[config.mk]
export PLATFORM = sky130hd
export DESIGN_NAME = noc_flit_rx_ni_flat
export DESIGN_NICKNAME = d
export VERILOG_FILES = /design/src/rtl/noc_flit_rx_ni_if.sv /design/src/rtl/noc_flit_rx_ni.sv /design/src/flat_wrapper.sv
export SDC_FILE = /design/constraint.sdc
export NUM_CORES = 1
export LEC_CHECK = 0
export ABC_AREA = 1
export CAP_MARGIN = 20
export CORE_ASPECT_RATIO = 1.5
export CORE_MARGIN = 1.5
export CORE_UTILIZATION = 30
export CTS_CLUSTER_DIAMETER = 50
export DETAILED_ROUTE_END_ITERATION = 8
export PLACE_DENSITY = 0.52
export SETUP_SLACK_MARGIN = 0.05
export SYNTH_ARGS = -nofsm -noshare
export SYNTH_HDL_FRONTEND = slang
export SYNTH_SLANG_ARGS = --single-unit
[constraint.sdc]
create_clock -name ACLK -period 5.1 [get_ports ACLK]
set_clock_uncertainty 0.1 [all_clocks]
set_input_delay 1.02 -clock ACLK [delete_from_list [all_inputs] [get_ports ACLK]]
set_output_delay 1.02 -clock ACLK [all_outputs]
set_load 0.1 [all_outputs]
[src/rtl/noc_flit_rx_ni_if.sv]
`default_nettype none
// ============================================================================
//  Module      : noc_flit_rx_ni_if
//  Description : Handshake bundle for the flit receive network interface.
//                Carries the incoming 16-bit flit link and the outgoing
//                local valid/ready payload port.
//  Ports       : flit_in_data/flit_in_valid/flit_in_ready  - link side
//                rx_payload/rx_bcast/rx_valid/rx_ready      - local side
//  Modports    : master - environment (link transmitter + local consumer)
//                slave  - the receive NI itself
//  Revision    : 1.0 - initial release
// ============================================================================
interface noc_flit_rx_ni_if;
  logic [15:0] flit_in_data;
  logic        flit_in_valid;
  logic        flit_in_ready;
  logic [9:0]  rx_payload;
  logic        rx_bcast;
  logic        rx_valid;
  logic        rx_ready;

  modport master (
    output flit_in_data, flit_in_valid, rx_ready,
    input  flit_in_ready, rx_payload, rx_bcast, rx_valid
  );

  modport slave (
    input  flit_in_data, flit_in_valid, rx_ready,
    output flit_in_ready, rx_payload, rx_bcast, rx_valid
  );
endinterface
`default_nettype wire

[src/rtl/noc_flit_rx_ni.sv]
`default_nettype none
// ============================================================================
//  Module      : noc_flit_rx_ni
//  Description : Receive-side network interface. Filters incoming flits
//                {dest[5:0], payload[9:0]} by destination, buffers matching
//                payloads in a first-word-fall-through FIFO and keeps
//                saturating accept/drop statistics.
//  Ports       : ACLK, ARESET  - clock, asynchronous active-high reset
//                link          - flit input and local rx output handshakes
//                stat_clr      - synchronous clear of the statistics
//                fifo_count    - current FIFO occupancy
//                accept_count  - flits stored since reset/clear
//                drop_count    - flits discarded since reset/clear
//  Revision    : 1.0 - initial release
// ============================================================================
module noc_flit_rx_ni #(
  parameter logic [5:0] NODE_ID  = 6'd3,
  parameter logic [5:0] BCAST_ID = 6'h3F,
  parameter int         DEPTH    = 4,
  parameter int         CNT_W    = 16
) (
  input  logic                     ACLK,
  input  logic                     ARESET,
  noc_flit_rx_ni_if.slave          link,
  input  logic                     stat_clr,
  output logic [$clog2(DEPTH):0]   fifo_count,
  output logic [CNT_W-1:0]         accept_count,
  output logic [CNT_W-1:0]         drop_count
);

  localparam int             AW     = $clog2(DEPTH);
  localparam int             CW     = AW + 1;
  localparam logic [CW-1:0]  C_FULL = CW'(DEPTH);

  logic [AW-1:0]    r_wr_ptr;
  logic [AW-1:0]    r_rd_ptr;
  logic [CW-1:0]    r_count;
  logic [10:0]      r_mem [DEPTH];
  logic [CNT_W-1:0] r_accept_cnt;
  logic [CNT_W-1:0] r_drop_cnt;

  logic [5:0] w_dest;
  logic       w_is_bcast;
  logic       w_match;
  logic       w_in_ready;
  logic       w_take;
  logic       w_push;
  logic       w_drop;
  logic       w_rx_valid;
  logic       w_pop;

  assign w_dest     = link.flit_in_data[15:10];
  assign w_is_bcast = (w_dest == BCAST_ID);
  assign w_match    = (w_dest == NODE_ID) || w_is_bcast;

  // Readiness looks only at occupancy (and reset), never at the offered
  // flit, so a full FIFO stalls wrong-destination flits as well.
  assign w_in_ready = !ARESET && (r_count != C_FULL);
  assign w_take     = link.flit_in_valid && w_in_ready;
  assign w_push     = w_take && w_match;
  assign w_drop     = w_take && !w_match;

  assign w_rx_valid = (r_count != '0);
  assign w_pop      = w_rx_valid && link.rx_ready;

  // Storage is plain RAM without reset; the head is masked to zero while
  // empty so the outputs read as zero after reset.
  always_ff @(posedge ACLK) begin
    if (w_push) begin
      r_mem[r_wr_ptr] <= {w_is_bcast, link.flit_in_data[9:0]};
    end
  end

  always_ff @(posedge ACLK or posedge ARESET) begin
    if (ARESET) begin
      r_wr_ptr <= '0;
      r_rd_ptr <= '0;
      r_count  <= '0;
    end else begin
      if (w_push) begin
        r_wr_ptr <= r_wr_ptr + AW'(1);
      end
      if (w_pop) begin
        r_rd_ptr <= r_rd_ptr + AW'(1);
      end
      if (w_push && !w_pop) begin
        r_count <= r_count + CW'(1);
      end else if (w_pop && !w_push) begin
        r_count <= r_count - CW'(1);
      end
    end
  end

  // Statistics: clear wins over a same-cycle increment; both saturate.
  always_ff @(posedge ACLK or posedge ARESET) begin
    if (ARESET) begin
      r_accept_cnt <= '0;
      r_drop_cnt   <= '0;
    end else if (stat_clr) begin
      r_accept_cnt <= '0;
      r_drop_cnt   <= '0;
    end else begin
      if (w_push && (r_accept_cnt != '1)) begin
        r_accept_cnt <= r_accept_cnt + CNT_W'(1);
      end
      if (w_drop && (r_drop_cnt != '1)) begin
        r_drop_cnt <= r_drop_cnt + CNT_W'(1);
      end
    end
  end

  assign link.flit_in_ready = w_in_ready;
  assign link.rx_valid      = w_rx_valid;
  assign link.rx_payload    = w_rx_valid ? r_mem[r_rd_ptr][9:0] : '0;
  assign link.rx_bcast      = w_rx_valid ? r_mem[r_rd_ptr][10]  : 1'b0;

  assign fifo_count   = r_count;
  assign accept_count = r_accept_cnt;
  assign drop_count   = r_drop_cnt;

endmodule
`default_nettype wire

[src/flat_wrapper.sv]
// flat-port wrapper written by rule: the top's interface ports become plain ports
module noc_flit_rx_ni_flat 
#(
  parameter logic [5:0] NODE_ID  = 6'd3,
  parameter logic [5:0] BCAST_ID = 6'h3F,
  parameter int         DEPTH    = 4,
  parameter int         CNT_W    = 16
)
  (ACLK, ARESET, stat_clr, fifo_count, accept_count, drop_count, link_flit_in_data, link_flit_in_valid, link_rx_ready, link_flit_in_ready, link_rx_payload, link_rx_bcast, link_rx_valid);
  noc_flit_rx_ni_if link_i ();
  input  logic ACLK;
  input  logic ARESET;
  input  logic stat_clr;
  output logic [$clog2(DEPTH):0] fifo_count;
  output logic [CNT_W-1:0] accept_count;
  output logic [CNT_W-1:0] drop_count;
  input wire logic [$bits(link_i.flit_in_data)-1:0] link_flit_in_data;
  input wire logic [$bits(link_i.flit_in_valid)-1:0] link_flit_in_valid;
  input wire logic [$bits(link_i.rx_ready)-1:0] link_rx_ready;
  output wire logic [$bits(link_i.flit_in_ready)-1:0] link_flit_in_ready;
  output wire logic [$bits(link_i.rx_payload)-1:0] link_rx_payload;
  output wire logic [$bits(link_i.rx_bcast)-1:0] link_rx_bcast;
  output wire logic [$bits(link_i.rx_valid)-1:0] link_rx_valid;
  assign link_i.flit_in_data = link_flit_in_data;
  assign link_i.flit_in_valid = link_flit_in_valid;
  assign link_i.rx_ready = link_rx_ready;
  assign link_flit_in_ready = link_i.flit_in_ready;
  assign link_rx_payload = link_i.rx_payload;
  assign link_rx_bcast = link_i.rx_bcast;
  assign link_rx_valid = link_i.rx_valid;
  noc_flit_rx_ni #(.NODE_ID(NODE_ID), .BCAST_ID(BCAST_ID), .DEPTH(DEPTH), .CNT_W(CNT_W)) u_core (.ACLK(ACLK), .ARESET(ARESET), .link(link_i), .stat_clr(stat_clr), .fifo_count(fifo_count), .accept_count(accept_count), .drop_count(drop_count));
endmodule
**Run 1: nets reached from selected ports**

Bar = 20 um.
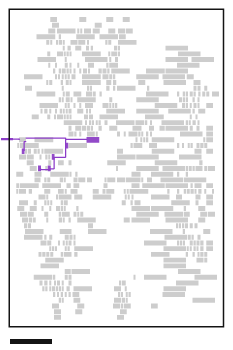
| colour | port | bits | direction | end cells | buffers | wire |
|---|---|---|---|---|---|---|
| purple | stat_clr | 1 | input | 6 | 1 | 65.8 um |
number of placed I/O pins: 69
IO buf count: 68

**Run 1: sequential cells coloured by netlist name**

Other sequential cells in the stronger grey, the rest of the logic in the fainter grey.
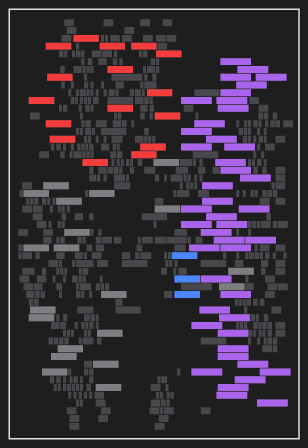
| colour | signal | placed flops |
|---|---|---|
| blue | u_core.fifo_count | 3 |
| purple | u_core.r_mem | 44 |
| red | u_core.accept_count | 16 |
not coloured: 20

**Run 1: congestion heat map**

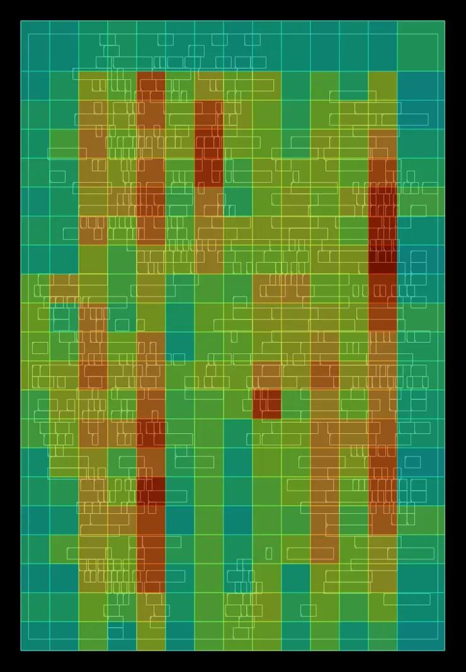
met2 Resource Use GR: 25.6%
Top Usage Layer GRT: met2
end-of-flow core utilization: 39.2%

**Run 1: signal wires on met1**

Supply wires on this layer in grey.
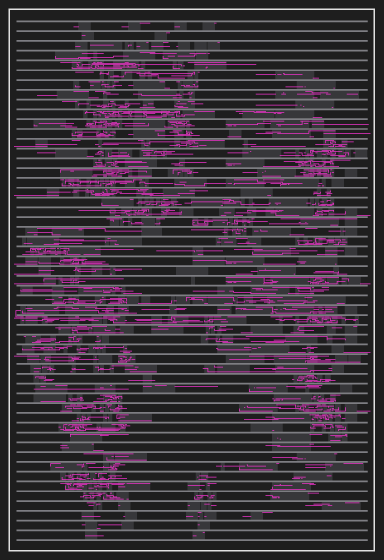
share of all routed wire: 43%
longest straight run: 31.3 um
main direction: horizontal

==> out/metrics.cfg, run 1 <==
[synth]
synth-warning-count = 0
yosys.cell_types.count = 29
yosysMostFrequentCell = nand2_1
yosys-top-cells-area = edfxtp_1 31%, dfrtp_1 23%, nand2_1 8.2%, nor2_1 7.4%, nand3_1 5.1%
syn_area_per_cell_um2 = 9.01
netlist_top_cells_count = 95 x nand2_1, 85 x nor2_1, 44 x edfxtp_1, 44 x nand3_1, 39 x dfrtp_1
synth_area_mm2 = 0.00432
synthesis.instances = 480
yosysChipArea_mm2 = 0.00432
synth_flops = 83
ys_async_sr_fraction_pct = 47.0
postSynthNetCount = 509

[critical_path]
critical_path_arrival_ps = 2830
r2r.worst_path.cells = 8
crit-reg2reg-launch = u_core.fifo_count[0]$_DFFE_PP0P_
critPathLaunchType = flip-flop
critical_path_s_largest_stage_delay_ps = 1140
worst_setup_path_end_kind = output pin
critPathMaxFanout = 25

[routing]
wl_per_cell_um = 13.7
drt_first_iter_violations = 104
routed_wirelength_um = 10200
routed-via-count = 3388

[floorplan]
chipWidth_um = 101
chipHeight_um = 150

[cells_and_area]
design_area_mm2 = 0.00552

[cts]
numClockSinks = 83

[power]
power_leakage_nw = 2.25
power_density_mw_per_mm2 = 485
fin_total_pwr_mw = 2.68

[placement]
dpl.cell_count = 729
postPlaceCellArea_mm2 = 0.00518
place_congestion = 0.782

[global_route]
grt_first_pass_wirelength_um = 16600

[min_path]
hold-path-cell-count = 2
timing.hold.worst.start = u_core.accept_count[1]$_DFFE_PP0P_

[timing]
report.final.setup_viol = 0

[run_status]
status = finished clean

run 1: kinds of logic after synthesis:
group | after synthesis | share of synthesized area [%]
compound gates | 46 | 5.33
xor+xnor | 23 | 4.66
fa+ha+maj | 8 | 2.49
buf+inv | 56 | 5.67
flops | 83 | 53.1
mux | 1 | 0.260
simple gates | 263 | 28.5
run 1: final cells by class:
cell class / instances / area (um2) / share of cell area (%)
Clock buffer: 10 / 229 / 4.15
Clock inverter: 6 / 88.8 / 1.61
Inverter: 41 / 154 / 2.79
Multi-Input combinational cell: 341 / 1780 / 32.3
Sequential cell: 83 / 2300 / 41.6
Tap cell: 192 / 240 / 4.35
Timing Repair Buffer: 74 / 727 / 13.2
run 1: tightest hold or removal path: cells and delay by family (launching register included):
kind	cells	cell delay, ps
flops	1	390
simple gates	2	150
run 1: per-stage QoR:
| step | utilization (%) | worst slack, ps | hold slack [ps] |
|---|---|---|---|
| 6_report | 39.2 | 1150 | 476 |
| 5_1_grt | 39.2 | 956 | 505 |
| 4_1_cts | 39.1 | 1140 | 476 |
| 3_5_place_dp | 36.8 | 1510 | 455 |
| 3_3_place_gp | 36.8 | 1560 | 455 |
| 2_1_floorplan | - | 1080 | 480 |
run 1: layer usage:
| metal | track usage [%] | wire, um | up-vias |
|---|---|---|---|
| li1 | - | - | 1710 |
| met1 | 16.1 | 4360 | 1593 |
| met2 | 25.6 | 5320 | 74 |
| met3 | 2.85 | 397 | 11 |
| met4 | 5.76 | 166 | 0 |
| met5 | 0 | 0 | - |
run 1: state kept, by name (all words and copies together), names as in the netlist:
signal               count
u_core.r_mem            44
u_core.accept_count     16
u_core.drop_count       16
u_core.fifo_count        3
u_core.r_rd_ptr          2
u_core.r_wr_ptr          2
run 1: worst max-delay path by stage:
stage | slack, ps | cells after the start | end | from
after floorplan | 1080 | 3 | link_rx_payload[0] | u_core.fifo_count[0]$_DFFE_PP0P_
after global placement | 1560 | 4 | link_rx_payload[1] | u_core.r_rd_ptr[0]$_DFFE_PP0P_
after detailed placement | 1510 | 4 | link_rx_payload[8] | u_core.r_rd_ptr[0]$_DFFE_PP0P_
after CTS | 1140 | 4 | link_rx_payload[7] | u_core.r_rd_ptr[0]$_DFFE_PP0P_
after global routing | 960 | 4 | link_rx_bcast | u_core.r_rd_ptr[0]$_DFFE_PP0P_
final | 1150 | 4 | link_rx_payload[7] | u_core.r_rd_ptr[0]$_DFFE_PP0P_
run 1: power breakdown:
part | total, mW | leakage (nW) | switching, mW | internal, mW
Combinational | 1.17 | 1.18 | 0.890 | 0.279
Clock | 0.697 | 0.151 | 0.267 | 0.430
Sequential | 0.812 | 0.920 | 0.0752 | 0.737
**Run 1: M2 wires**

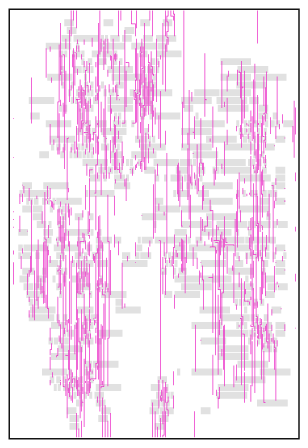

==> run 1 -> run 2 <==
PLACE_DENSITY = 0.54   (was 0.52)
clock period = 3.62 ns   (was 5.1 ns; I/O delays follow)
**Run 2: M2 wires**

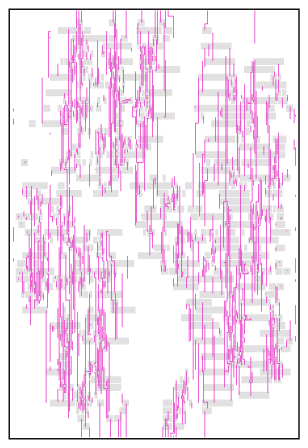
main direction: vertical
longest straight run: 51.0 um
wire length on this layer: 5490 um

==> run 2 against run 1 <==
  * Clock-buffer cell count stayed put
  * Non-clock buffer count rose by 4
  * Area after synthesis did not move
  * Cell area down 1.8%
  * Critical path depth stayed put
  * Total power grew 39%
  * Register-to-register slack got worse by 1500 ps
  * Sequential share of layout area rose by 0.77 points
  * Via count up 0.24%
  * Synthesized cell count stayed put
  * Global-route usage is 0.47 points higher
  * Sequential power rose by 37%
  * Critical path type unchanged
  * Critical endpoint is now link_rx_payload[2]
==> out/metrics.cfg, run 2 <==
[cells_and_area]
design_area_mm2 = 0.00542
largest_register_ffs = 44
largest-register = u_core.r_mem
fillers = 1461
mi_logic_area_mm2 = 0.00178

[synth]
netlist_top_cells_count = 95 x nand2_1, 85 x nor2_1, 44 x edfxtp_1, 44 x nand3_1, 39 x dfrtp_1
yosys.cell_types.count = 29
yosys-top-cells-area = edfxtp_1 31%, dfrtp_1 23%, nand2_1 8.2%, nor2_1 7.4%, nand3_1 5.1%
synthesis.instances = 480
synth-warning-count = 0
postSynthNetCount = 509
syn_area_per_cell_um2 = 9.01
yosysMostFrequentCell = nand2_1
synth_flops = 83

[routing]
wl_per_cell_um = 13.8
routed-via-count = 3396
routed_wirelength_um = 10400

[critical_path]
crit-reg2reg-launch = u_core.fifo_count[0]$_DFFE_PP0P_
worst_setup_path_startpoint = u_core.fifo_count[0]$_DFFE_PP0P_
critPathMaxFanout = 8
worst_setup_path_end_kind = output pin
critical_path_arrival_ps = 2110

[global_route]
grt_first_pass_wirelength_um = 17000
grt_util_all_layers_pct = 14.6

[cts]
numClockSinks = 83

[run_status]
status = finished clean

[placement]
placement.io_buffers = 68
place_congestion = 0.762
postPlaceCellArea_mm2 = 0.00512

[floorplan]
ioPinCount = 69
chipWidth_um = 101
chipHeight_um = 150

[power]
share_comb_of_total_power_pct = 45.5
internal_power_mw = 1.94
seqPwrFrac_pct = 29.9
p_sw_mw = 1.77
power.switching_fraction_pct = 47.7
p_clk_share_pct = 24.6
power_leakage_nw = 2.34
power_density_mw_per_mm2 = 686

[timing]
report.final.setup_viol = 0

[min_path]
timing.hold.worst.start = u_core.fifo_count[2]$_DFFE_PP0P_

**Run 2: sequential cells coloured by netlist name**

Other sequential cells in the stronger grey, the rest of the logic in the fainter grey.
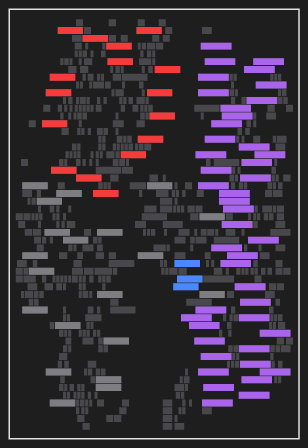
flop share of the area: 42.4%
end-of-flow core utilization: 38.5%

-- run 2: cell counts after synthesis --
No cell type changed its count.
-- run 2: final timing paths --
path / endpoint / slack (ps) / cells past startpoint
worst min-delay path: u_core.fifo_count[2]$_DFFE_PP0P_ / 470 / 1
worst max-delay path: link_rx_payload[2] / 680 / 4
min in group asynchronous: u_core.r_rd_ptr[0]$_DFFE_PP0P_ / 810 / 3
worst min register to register: u_core.fifo_count[2]$_DFFE_PP0P_ / 470 / 1
max in group asynchronous: u_core.accept_count[12]$_DFFE_PP0P_ / 2230 / 3
worst max register to register: u_core.fifo_count[1]$_DFFE_PP0P_ / 1000 / 7
-- run 2: area by class of cell --
cell class                      count  share of cell area (%)
Clock buffer                       10                    4.23
Clock inverter                      6                    1.20
Inverter                           41                    2.84
Multi-Input combinational cell    341                    32.9
Sequential cell                    83                    42.4
Tap cell                          192                    4.44
Timing Repair Buffer               78                    12.0
-- run 2: kinds of logic after synthesis --
group,after synthesis,share of synthesized area [%]
xor+xnor,23,4.66
flops,83,53.1
compound gates,46,5.33
simple gates,263,28.5
buf+inv,56,5.67
fa+ha+maj,8,2.49
mux,1,0.260
-- run 2: power by group through the flow --
stage                     clock network [mW]  registers (mW)  logic (mW)
final                                  0.913            1.11        1.69
after global routing                   0.977            1.12        1.78
after CTS                              0.941            1.11        1.71
after detailed placement                   0            1.13        1.71
after global placement                     0            1.13        1.69
after floorplan                            0            1.25        1.22
-- run 2: worst max-delay path, cell delays in order, from the launching register on --
cell,delay (ps)
dfrtp_1,470
nor3_1,700
buf_4,300
a21oi_1,60
buf_4,240
-- run 2: stage by stage --
stage / setup slack (ps) / power (mW) / hold WS (ps)
2_1_floorplan: -107 / 2.46 / 480
3_3_place_gp: 718 / 2.82 / 451
3_5_place_dp: 657 / 2.84 / 460
4_1_cts: 620 / 3.76 / 467
5_1_grt: 556 / 3.88 / 483
6_report: 684 / 3.72 / 471
-- run 2: per-layer routing --
layer | vias to the layer above | GRT usage, % | share of wire [%]
met5 | - | 0 | 0
met4 | 0 | 5.76 | 1.5
met3 | 13 | 3.04 | 3.2
met2 | 58 | 26.8 | 53
met1 | 1613 | 16.4 | 42
li1 | 1712 | - | -
**Run 2: congestion heat map**

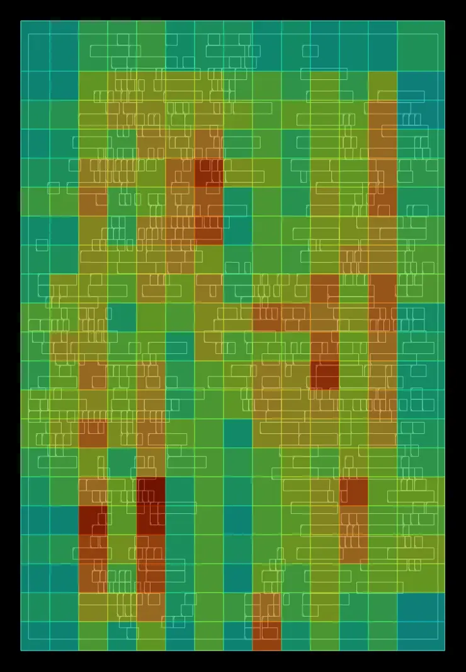

==> run 2 -> run 3 <==
clock period = 2.7 ns   (was 3.62 ns; I/O delays follow)
**Run 3: congestion heat map**

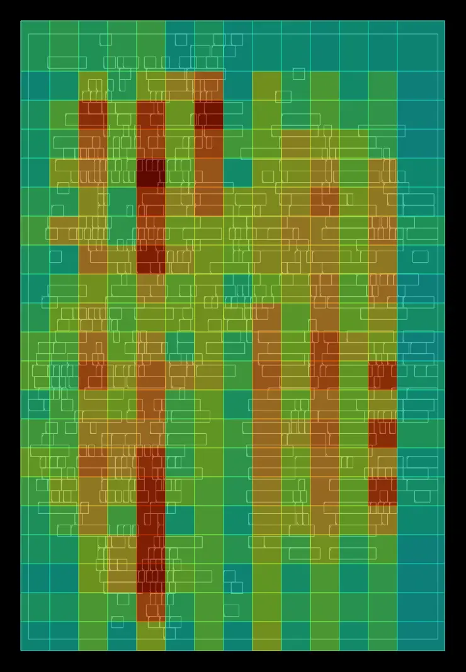
met1 GRT Util: 16.2%
met2 Resource Use GR: 26.4%
total routing resource utilization after global routing: 14.5%

**Run 3: sequential cells coloured by netlist name**

Other sequential cells in the stronger grey, the rest of the logic in the fainter grey.
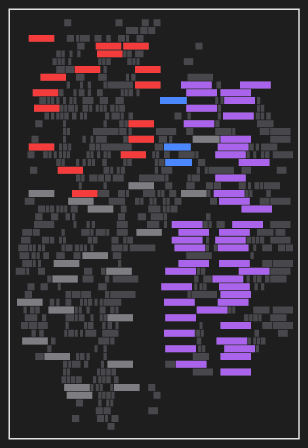
| colour | signal | placed flops |
|---|---|---|
| purple | u_core.r_mem | 44 |
| blue | u_core.fifo_count | 3 |
| red | u_core.accept_count | 16 |
not coloured: 20
power of the sequential group: 1.49 mW
end-of-flow core utilization: 40.9%
flop share of the area: 40.1%
area of all sequential standard cells: 0.00230 mm2

==> run 3 against run 2 <==
  * Core utilization rose by 2.3 points
  * Final cell count rose by 0.93%
  * Non-clock buffer count rose by 7
  * Critical endpoint is now link_rx_payload[6]
  * Die size did not move
  * Sequential share of layout area fell by 2.3 points
  * Sequential power rose by 34%
  * Highest routed layer unchanged
  * Critical path type unchanged
==> out/metrics.cfg, run 3 <==
[run_status]
status = finished clean

[timing]
achievable-frequency_mhz = 417
fin_hold_ws_ps = 441
layout_setup_ws_ps = 301
report.final.setup_viol = 0
measured_slew_at_the_worst_slew_check_pin_ps = 530
final_period_minus_worst_setup_slack_ps = 2400
timing.final.max_slew_violations = 0

[critical_path]
critical_path_s_largest_stage_delay_ps = 470
cpLargestDelayFamily = flip-flops
cp_cell_sequence = buf_4 -> nor2_1 -> nor2_1 -> o21ai_0 -> a21oi_4 -> buf_12
worst_setup_path_end_kind = output pin
crit-reg2reg-launch = u_core.fifo_count[0]$_DFFE_PP0P_
worstPathRequired_ps = 2060
cp_num_buf_inv = 2
most_repeated_library_cell_on_the_critical_path = nor2_1
critPathMaxFanout = 16
r2r.worst_path.cells = 10
critPathLaunchType = flip-flop
r2r_end = u_core.fifo_count[1]$_DFFE_PP0P_
critical_path_arrival_ps = 1760
setup.reg_to_reg.worst_slack_ps = 620
slowest_stage = dfrtp_2

[floorplan]
fp_util_pct = 30.7
chipHeight_um = 150
chipWidth_um = 101
ioPinCount = 69

[routing]
drtPass1Iterations = 4
routed-via-count = 3424
via_per_inst = 4.52
drt_first_iter_violations = 86
routed_wirelength_um = 10200
wl_per_cell_um = 13.4

[cells_and_area]
area_growth_syn_to_layout_pct = 32.9
largest_register_ffs = 44
insertedDiodeCount = 0
fraction_of_final_layout_cells_sized_beyond_drive_strength_1_pct = 22.8
fillers = 1444
largest-register = u_core.r_mem
mi_logic_area_mm2 = 0.00191
design_area_mm2 = 0.00575

[power]
fin_total_pwr_mw = 5.60
ir_worst_vdd_v = 0.000778
power_leakage_nw = 2.44
power_density_mw_per_mm2 = 975

[synth]
synth_flops = 83
yosysMostFrequentCell = nand2_1
synthesis.instances = 480
edff_count_synth = 44
synth-warning-count = 0
netlist_top_cells_count = 95 x nand2_1, 85 x nor2_1, 44 x edfxtp_1, 44 x nand3_1, 39 x dfrtp_1
yosys-top-cells-area = edfxtp_1 31%, dfrtp_1 23%, nand2_1 8.2%, nor2_1 7.4%, nand3_1 5.1%
synth_area_mm2 = 0.00432
postSynthNetCount = 509
yosysChipArea_mm2 = 0.00432
syn_area_per_cell_um2 = 9.01
ys_async_sr_fraction_pct = 47.0
synth.yosys.seq_area_share_pct = 53.1
synth_top_flop_cell = edfxtp_1
yosys-stat-cells = 480
yosys.cell_types.count = 29

[global_route]
grt_first_pass_wirelength_um = 16900
grt-ovfl-total = 0
first_global_vias = 3438
grt-busiest-layer = met2
grt_use_met3_pct = 2.76

[placement]
place_congestion = 0.823
dpl_worst_slack_ps = 42.7
hpwl_um = 7340
postPlaceCellArea_mm2 = 0.00546
placement.io_buffers = 68

[cts]
ctsHtreeMaxLevel = 3
cts-root-to-sink-buffers = 2
clock.latency.late_pin_ps = 330
path_clk_slew_ps = 60
cts_post_setup_buffers_inserted = 0
numClockSinks = 83
clock_tree.root_cell = clkbuf_16

[min_path]
hold-path-cell-count = 1
timing.hold.worst.start = u_core.fifo_count[2]$_DFFE_PP0P_
min-delay-path-class = reg2reg
worstHoldEndpoint = u_core.fifo_count[2]$_DFFE_PP0P_

[flow_run]
maxCapViolations = 0

-- run 3: metal layers --
layer  vias to the layer above  routed length [um]
met3                        15                 324
li1                       1732                   -
met2                        73                5440
met1                      1604                4160
met5                         -                   0
met4                         0                 246
-- run 3: how the worst max path moves through the flow --
stage,cells past startpoint,startpoint,to
final,6,u_core.r_rd_ptr[0]$_DFFE_PP0P_,link_rx_payload[6]
after global routing,6,u_core.r_rd_ptr[0]$_DFFE_PP0P_,link_rx_payload[1]
after CTS,6,u_core.r_rd_ptr[0]$_DFFE_PP0P_,link_rx_payload[6]
after detailed placement,11,link_flit_in_data[14],u_core.fifo_count[1]$_DFFE_PP0P_
after global placement,11,link_flit_in_data[14],u_core.fifo_count[1]$_DFFE_PP0P_
after floorplan,9,ARESET,u_core.fifo_count[1]$_DFFE_PP0P_
-- run 3: final cells by class --
type | instances | area share, %
tap | 192 | 4.18
multi-input combinational | 341 | 33.3
timing repair buffer | 85 | 14.6
inverter | 41 | 2.90
clock inverter | 6 | 0.980
clock buffer | 10 | 3.99
sequential | 83 | 40.1
-- run 3: kinds of logic after synthesis --
logic type	count (synthesis)	synth area share [%]
AOI/OAI and AO/OA	46	5.33
and+or+nand+nor	263	28.5
DFF	83	53.1
muxes	1	0.260
buffers and inverters	56	5.67
xor gates and xnor gates	23	4.66
adders and majority gates	8	2.49
-- run 3: per-stage QoR --
step | util, % | instances
finish | 40.9 | 758
global route | 40.9 | 758
floorplan | - | 480
global placement | 38.8 | 742
CTS | 40.9 | 758
detailed placement | 38.8 | 742
-- run 3: worst register-to-register path, delay by kind of cell (launching register included) --
family	cells	cell delay [ps]
multiplexers	1	270
buffers and inverters	2	120
flip-flops	1	440
AND/OR/NAND/NOR	5	430
adder cells (fa/ha/maj)	2	610
-- run 3: report_power, final --
group | total (mW) | switching [mW] | internal, mW | leakage (nW)
registers | 1.49 | 0.0920 | 1.40 | 0.916
logic | 2.93 | 1.98 | 0.953 | 1.38
clock network | 1.18 | 0.469 | 0.708 | 0.141
total | 5.60 | 2.54 | 3.06 | 2.44
-- run 3: what timing repair did --
| action | CTS | global route |
|---|---|---|
| gates resized | 0 | 1 |
| endpoints found under the setup margin | 0 | 2 |
| endpoints found under the hold margin | 0 | 0 |
No activity file was given, so power comes from the tool's default toggle rates.
